[src/rtl/serial_subtractor.sv]
// serial_subtractor: bit-serial two's-complement subtractor, d = a - b - bin.
// One result bit per clock, LSB first, with a single borrow flop carrying
// the borrow between bits. Valid/ready on both sides, one operation in flight.
module serial_subtractor #(
    parameter int WIDTH = 8
) (
    input  logic             clk,
    input  logic             rst_n,
    input  logic             in_valid,
    output logic             in_ready,
    input  logic [WIDTH-1:0] a,
    input  logic [WIDTH-1:0] b,
    input  logic             bin,
    output logic             out_valid,
    input  logic             out_ready,
    output logic [WIDTH-1:0] d,
    output logic             bout,
    output logic             ovf,
    output logic             busy
);

    localparam int CW = $clog2(WIDTH + 1);
    localparam logic [CW-1:0] LAST_BIT = CW'(WIDTH - 1);

    typedef enum logic [1:0] {
        S_IDLE = 2'd0,
        S_RUN  = 2'd1,
        S_DONE = 2'd2
    } state_t;

    // Full-subtractor difference bit.
    function automatic logic fs_diff(input logic x, input logic y, input logic bw);
        return x ^ y ^ bw;
    endfunction

    // Full-subtractor borrow-out.
    function automatic logic fs_borrow(input logic x, input logic y, input logic bw);
        return (~x & y) | (~(x ^ y) & bw);
    endfunction

    state_t           r_state;
    logic [WIDTH-1:0] r_a;
    logic [WIDTH-1:0] r_b;
    logic [WIDTH-1:0] r_d;
    logic [CW-1:0]    r_cnt;
    logic             r_borrow;
    logic             r_a_msb;
    logic             r_b_msb;
    logic             r_bout;
    logic             r_ovf;

    logic             w_diff;
    logic             w_borrow_nxt;
    logic [WIDTH-1:0] w_d_nxt;
    logic             w_ovf_nxt;

    // Current bit-slice of the subtraction, from the low bits of the operand shifters.
    always_comb begin
        w_diff       = fs_diff(r_a[0], r_b[0], r_borrow);
        w_borrow_nxt = fs_borrow(r_a[0], r_b[0], r_borrow);
        // The final diff bit becomes d[MSB], so overflow can be decided on the last edge.
        w_ovf_nxt    = (r_a_msb != r_b_msb) && (w_diff != r_a_msb);
    end

    // The new diff bit enters the result at the MSB end; a 1-bit result is just the bit.
    generate
        if (WIDTH == 1) begin : g_d_narrow
            assign w_d_nxt = w_diff;
        end else begin : g_d_wide
            assign w_d_nxt = {w_diff, r_d[WIDTH-1:1]};
        end
    endgenerate

    // Control FSM and datapath: accept in IDLE, shift one bit per edge in RUN, hold in DONE.
    always_ff @(posedge clk or negedge rst_n) begin
        if (!rst_n) begin
            r_state  <= S_IDLE;
            r_a      <= {WIDTH{1'b0}};
            r_b      <= {WIDTH{1'b0}};
            r_d      <= {WIDTH{1'b0}};
            r_cnt    <= {CW{1'b0}};
            r_borrow <= 1'b0;
            r_a_msb  <= 1'b0;
            r_b_msb  <= 1'b0;
            r_bout   <= 1'b0;
            r_ovf    <= 1'b0;
        end else begin
            case (r_state)
                S_IDLE: begin
                    if (in_valid) begin
                        r_a      <= a;
                        r_b      <= b;
                        r_borrow <= bin;
                        r_a_msb  <= a[WIDTH-1];
                        r_b_msb  <= b[WIDTH-1];
                        r_cnt    <= {CW{1'b0}};
                        r_state  <= S_RUN;
                    end else begin
                        r_state  <= S_IDLE;
                    end
                end
                S_RUN: begin
                    r_d      <= w_d_nxt;
                    r_a      <= r_a >> 1;
                    r_b      <= r_b >> 1;
                    r_borrow <= w_borrow_nxt;
                    r_cnt    <= r_cnt + CW'(1);
                    if (r_cnt == LAST_BIT) begin
                        r_bout  <= w_borrow_nxt;
                        r_ovf   <= w_ovf_nxt;
                        r_state <= S_DONE;
                    end else begin
                        r_state <= S_RUN;
                    end
                end
                S_DONE: begin
                    if (out_ready) begin
                        r_state <= S_IDLE;
                    end else begin
                        r_state <= S_DONE;
                    end
                end
                default: begin
                    r_state <= S_IDLE;
                end
            endcase
        end
    end

    // Handshake flags decode from the state register only; results come straight from flops.
    assign in_ready  = (r_state == S_IDLE);
    assign out_valid = (r_state == S_DONE);
    assign busy      = (r_state == S_RUN) || (r_state == S_DONE);
    assign d         = r_d;
    assign bout      = r_bout;
    assign ovf       = r_ovf;

endmodule

[config.mk]
export PLATFORM = sky130hd
export DESIGN_NAME = serial_subtractor
export DESIGN_NICKNAME = d
export VERILOG_FILES = /design/src/rtl/serial_subtractor.sv
export SDC_FILE = /design/constraint.sdc
export NUM_CORES = 1
export LEC_CHECK = 0
export CORE_UTILIZATION = 40
export CTS_CLUSTER_SIZE = 12
export DETAILED_ROUTE_END_ITERATION = 12
export MAX_ROUTING_LAYER = met4
export SLEW_MARGIN = 10
export SYNTH_ARGS = -nofsm -noshare
export SYNTH_HDL_FRONTEND = slang
export SYNTH_SLANG_ARGS = --single-unit
[constraint.sdc]
create_clock -name clk -period 4.7 [get_ports clk]
set_input_delay 0.94 -clock clk [delete_from_list [all_inputs] [get_ports clk]]
set_output_delay 0.94 -clock clk [all_outputs]
set_load 0.005 [all_outputs]
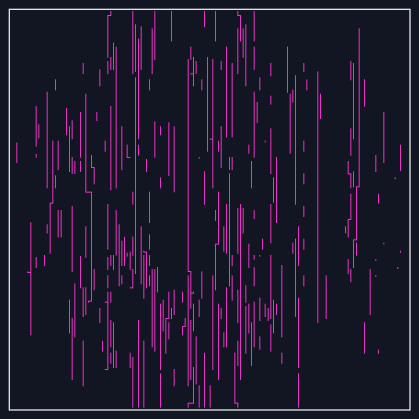
Figure 1: met2 routing.
Scale: 6 px per µm.
share of all routed wire	50%
longest straight run	41.8 µm
wire length on this layer	1,480 µm
main direction	vertical
nets with wire on the layer	171
global-route track usage on met2: 25.4%
Via Count: 1,141

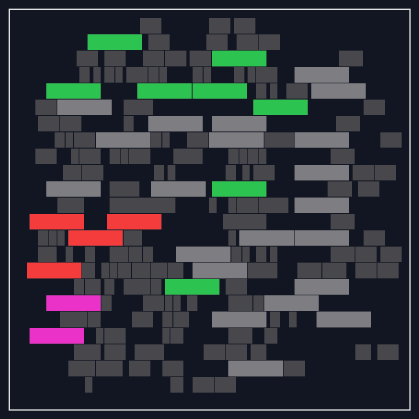
Figure 2: register map, names as in the netlist.
Scale: 6 px per µm. Other sequential cells in the stronger gray, the rest of the logic in the fainter gray.
color	name in the netlist	flops
red	r_cnt	4
green	r_a	8
magenta	r_state	2
not colored	21
seq pwr: 518 µW
Post-Route Utilization: 53.6%
sequential portion of the cell area: 40.9%

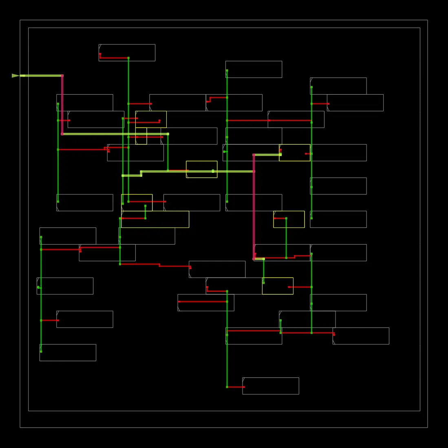
Figure 3: clock wiring as the flow saved it.
Clock Latency Late Sink: 0.28 ns
Num CTS Buffers: 5
clk_buf instances: 6
Clock Skews: 0.00617 ns

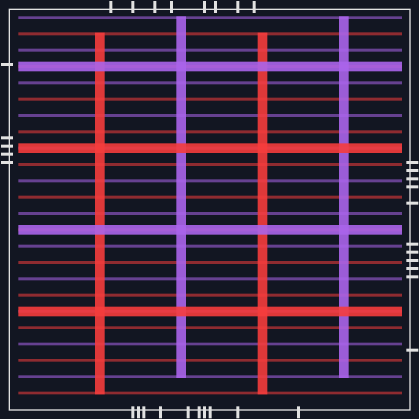
Figure 4: floorplan with the power grid.
Scale: 6 px per µm. Pins as bars on the die edge.
color	net
purple	VDD
red	VSS
signal pins	34
met5 straps	4
met1 rails	24
worst ir drop on vdd: 0.000436 V
core box area: 4000 µm²
Chip Width: 66.6 µm

==> out/metrics.sh <==
FILLERINSTANCES=354
CRITICAL_PATH_CLASS='flip-flop to output port'
SYNTH_STAT.CELLS=147
SETUP_VIOL=0
CELL_INTERNAL_PWR_uW=932
WORST-R2R-CELL-COUNT=6
SYNTH-ADDER-AREA-SHARE_PCT=4.95
SWITCHING_SHARE_PCT=32.6
PATH_CLK_SLEW_NS=0.07
FINAL_ANTENNA_NET_COUNT=0
GLOBAL_ROUTE_WIRE_LENGTH_BEFORE_REPAIR_UM=4910
DOMINANTREGCELLSYNTH='sky130_fd_sc_hd__dfrtp_1'
POWER.DENSITY_CELL_AREA_nW_PER_UM2=646
DRT_PRE_ANTENNA_ITERS=4
TIMING.CRITICAL_PATH.SLOWEST_CELL_DELAY_NS=0.56
CPLARGESTDELAYFAMILY='buffers and inverters'
TIMING.CRITICAL_PATH.FANOUT_MAX=8
FP-ROW-COUNT=23
POWER.SWITCHING_uW=452
MET2ROUTEDLENGTH_UM=1480
DETAIL_ROUTE.WIRELENGTH.MET1_UM=1300
COMBAREAFRACTION_PCT=33.4
POWER.SEQUENTIAL.FRACTION_PCT=37.4
TOOL_WARNINGS=29
TOP_AREA_SHARE_PCT=52.6
POSTSYNTH.ASYNCRESETSHARE_PCT=100
NUMSEQUENTIALCELLS=35
CTS-HTREE-LEVELS=2
DRIVE_ABOVE_1_SHARE_PCT=14.1
TIMING.CRITICAL_PATH.SLOWEST_STAGE_CELL='sky130_fd_sc_hd__clkdlybuf4s50_1'
ROUTE.DETAILED.VIAS_PER_INST=4.88
SYNTH_WARNINGS=0
GRT_MOST_USED_LAYER='met2'
CELL_AT_THE_ROOT_OF_THE_CLOCK_TREE='sky130_fd_sc_hd__clkbuf_8'
MAX-CLOCK-PATH-BUFFERS=2
SYNTH_FLOPS=35
CLKPWRFRAC_PCT=19.7
PER_CELL_ROUTED_WIRE_LENGTH_UM=12.6
TIMING.CRITICAL_PATH.DEPTH=3
ANTENNA_CELLS_INSERTED=0
NUMPORTBUFFERS=33
GRT_PASS1_VIAS=1105
POWER.STATIC_LEAKAGE_nW=0.987
CLOCK_CELL_AREA_SHARE_PCT=5.49
DRT_WL_TOTAL_UM=2940
STATUS='finished, final reports clean'
YOSYS-STAT-AREA_UM2=1670
HIGHEST_LAYER='met4'
TIMING.CRITICAL_PATH.BUF_INV=2
LARGEST_CELL_CLASS='registers'
POWERCOMB_uW=593
WL_MET3_UM=134
FINALCLOCKPERIODUSAGE_PCT=55.2
SYNTH.CELL_AREA_UM2=1670
GRT_USE_TOTAL_PCT=15.5
FP_NETS=174
CTS-RESIZED-GATES=0
GRT_OVERFLOW_TOTAL=0
LAYOUT_TOP_CELLS='35 x sky130_fd_sc_hd__dfrtp_1, 33 x sky130_fd_sc_hd__clkdlybuf4s50_1, 25 x sky130_fd_sc_hd__nand2_1, 20 x sky130_fd_sc_hd__o21ai_0, 15 x sky130_fd_sc_hd__mux2i_1'
TOP_LEVEL_PORTS=34
COMBGATEAREA_UM2=716
YOSYS.AREA_SHARE.SIMPLE_PCT=11.1
FIN_TNS_SETUP_NS=0
CTS_HOLD_BUFFERS=0
CRITICAL_PATH.REG2REG.ENDPOINT='r_cnt[2]$_DFFE_PN0P_'
LAY_TOP_COUNT='sky130_fd_sc_hd__dfrtp_1'
GRT_SETUP_UNREPAIRED='no'
SETUP.WORST_PATH.END_CLASS='output port'
SYNTHTOLAYOUTAREAGROWTH_PCT=28.6
NON_CLOCK_BUFFER_COUNT=36
MUX_AREA_SHARE_PCT=16.6
GRT_USE_MET3_PCT=3.60
CTS_NUM_SINKS=35
CP-START-KIND='flip-flop'
TAP-CELL-COUNT=50
FIN_CRIT_NS=2.60
WORST_SLEW_PIN_SLEW_NS=0.457
SYNTHTOPCELLSBYAREA='sky130_fd_sc_hd__dfrtp_1 53%, sky130_fd_sc_hd__mux2i_1 9.0%, sky130_fd_sc_hd__mux2_2 6.8%'
FINISH.NET_COUNT=210
TIMING_MAX_TRANSITION_VIOLATIONS_FINAL=0
INSTANCE_AREA_AFTER_PLACEMENT_UM2=2030
N_MULTI_INPUT_COMBINATIONAL_CELL=100
YOSYSUNIQUECELLTYPES=26
HOLD_PATH_STARTPOINT='r_b[0]$_DFFE_PN0P_'
CRIT_CHAIN='inv_1 -> ha_1 -> clkdlybuf4s50_1'
AVGSYNTHCELLAREA_UM2=11.3
GP_CONGESTION=0.760
MIN_TO='r_b[0]$_DFFE_PN0P_'
MAXCAPVIOLCOUNT=0
CRIT_START='r_state[0]$_DFF_PN0_'
POWER.CLOCK.TOTAL_uW=273
FMAX_GHz=0.385
POWER.LARGEST_GROUP='combinational cells'
POSTSYNTHCELLCOUNT=147
NUMBER_OF_LOGIC_INVERTERS_IN_THE_FINISHED_LAYOUT=5
FINAL-NONCLK-BUF-SHARE_PCT=16.5
TIMING.FINAL.HOLD_VIOLATIONS=0
YOSYS-TOP-CELLS-COUNT='35 x sky130_fd_sc_hd__dfrtp_1, 25 x sky130_fd_sc_hd__nand2_1, 20 x sky130_fd_sc_hd__o21ai_0'
MIN-DELAY-PATH-CLASS='flip-flop to flip-flop'
DPL.HPWL_UM=2140
YOSYSMOSTFREQUENTCELL='sky130_fd_sc_hd__dfrtp_1'
R2R_SLACK_NS=2.90
ANTENNA_FOUND_INITIAL=0
FLOP_AREA_UM2=876
EDF_COUNT=0
SYNTH_SEQ_SHARE_PCT=52.6
DETAIL_ROUTE.DRC_VIOLATIONS=0
CRITICAL_PATH.REG2REG.STARTPOINT='r_state[1]$_DFF_PN0_'
MIN_PATH_CELLS=2
CHIP_AREA_UM2=4430
DETAIL_ROUTE.ITER0.VIOLATIONS=35
SYNTHXORXNORAREAFRAC_PCT=0
CTS_SETUP_BUFFERS=0
TOP_LOGIC_KIND='multiplexers'
-- state kept, by name, summed over array words and instances, names as in the netlist --
| name | cells |
|---|---|
| r_a | 8 |
| r_a_msb | 1 |
| r_cnt | 4 |
| ovf | 1 |
| r_borrow | 1 |
| r_state | 2 |
| d | 8 |
| r_b_msb | 1 |
| bout | 1 |
| r_b | 8 |
-- through the flow --
| stage | setup slack, ns | utilization, % | hold slack, ns | std cells |
|---|---|---|---|---|
| after floorplan | 3.03 | - | 0.449 | 147 |
| after global placement | 2.43 | 50.6 | 0.461 | 226 |
| after detailed placement | 2.40 | 50.6 | 0.470 | 226 |
| after CTS | 2.09 | 53.6 | 0.486 | 234 |
| after global routing | 2.00 | 53.6 | 0.516 | 234 |
| final | 2.10 | 53.6 | 0.484 | 234 |
Power and IR drop assume default switching activity.
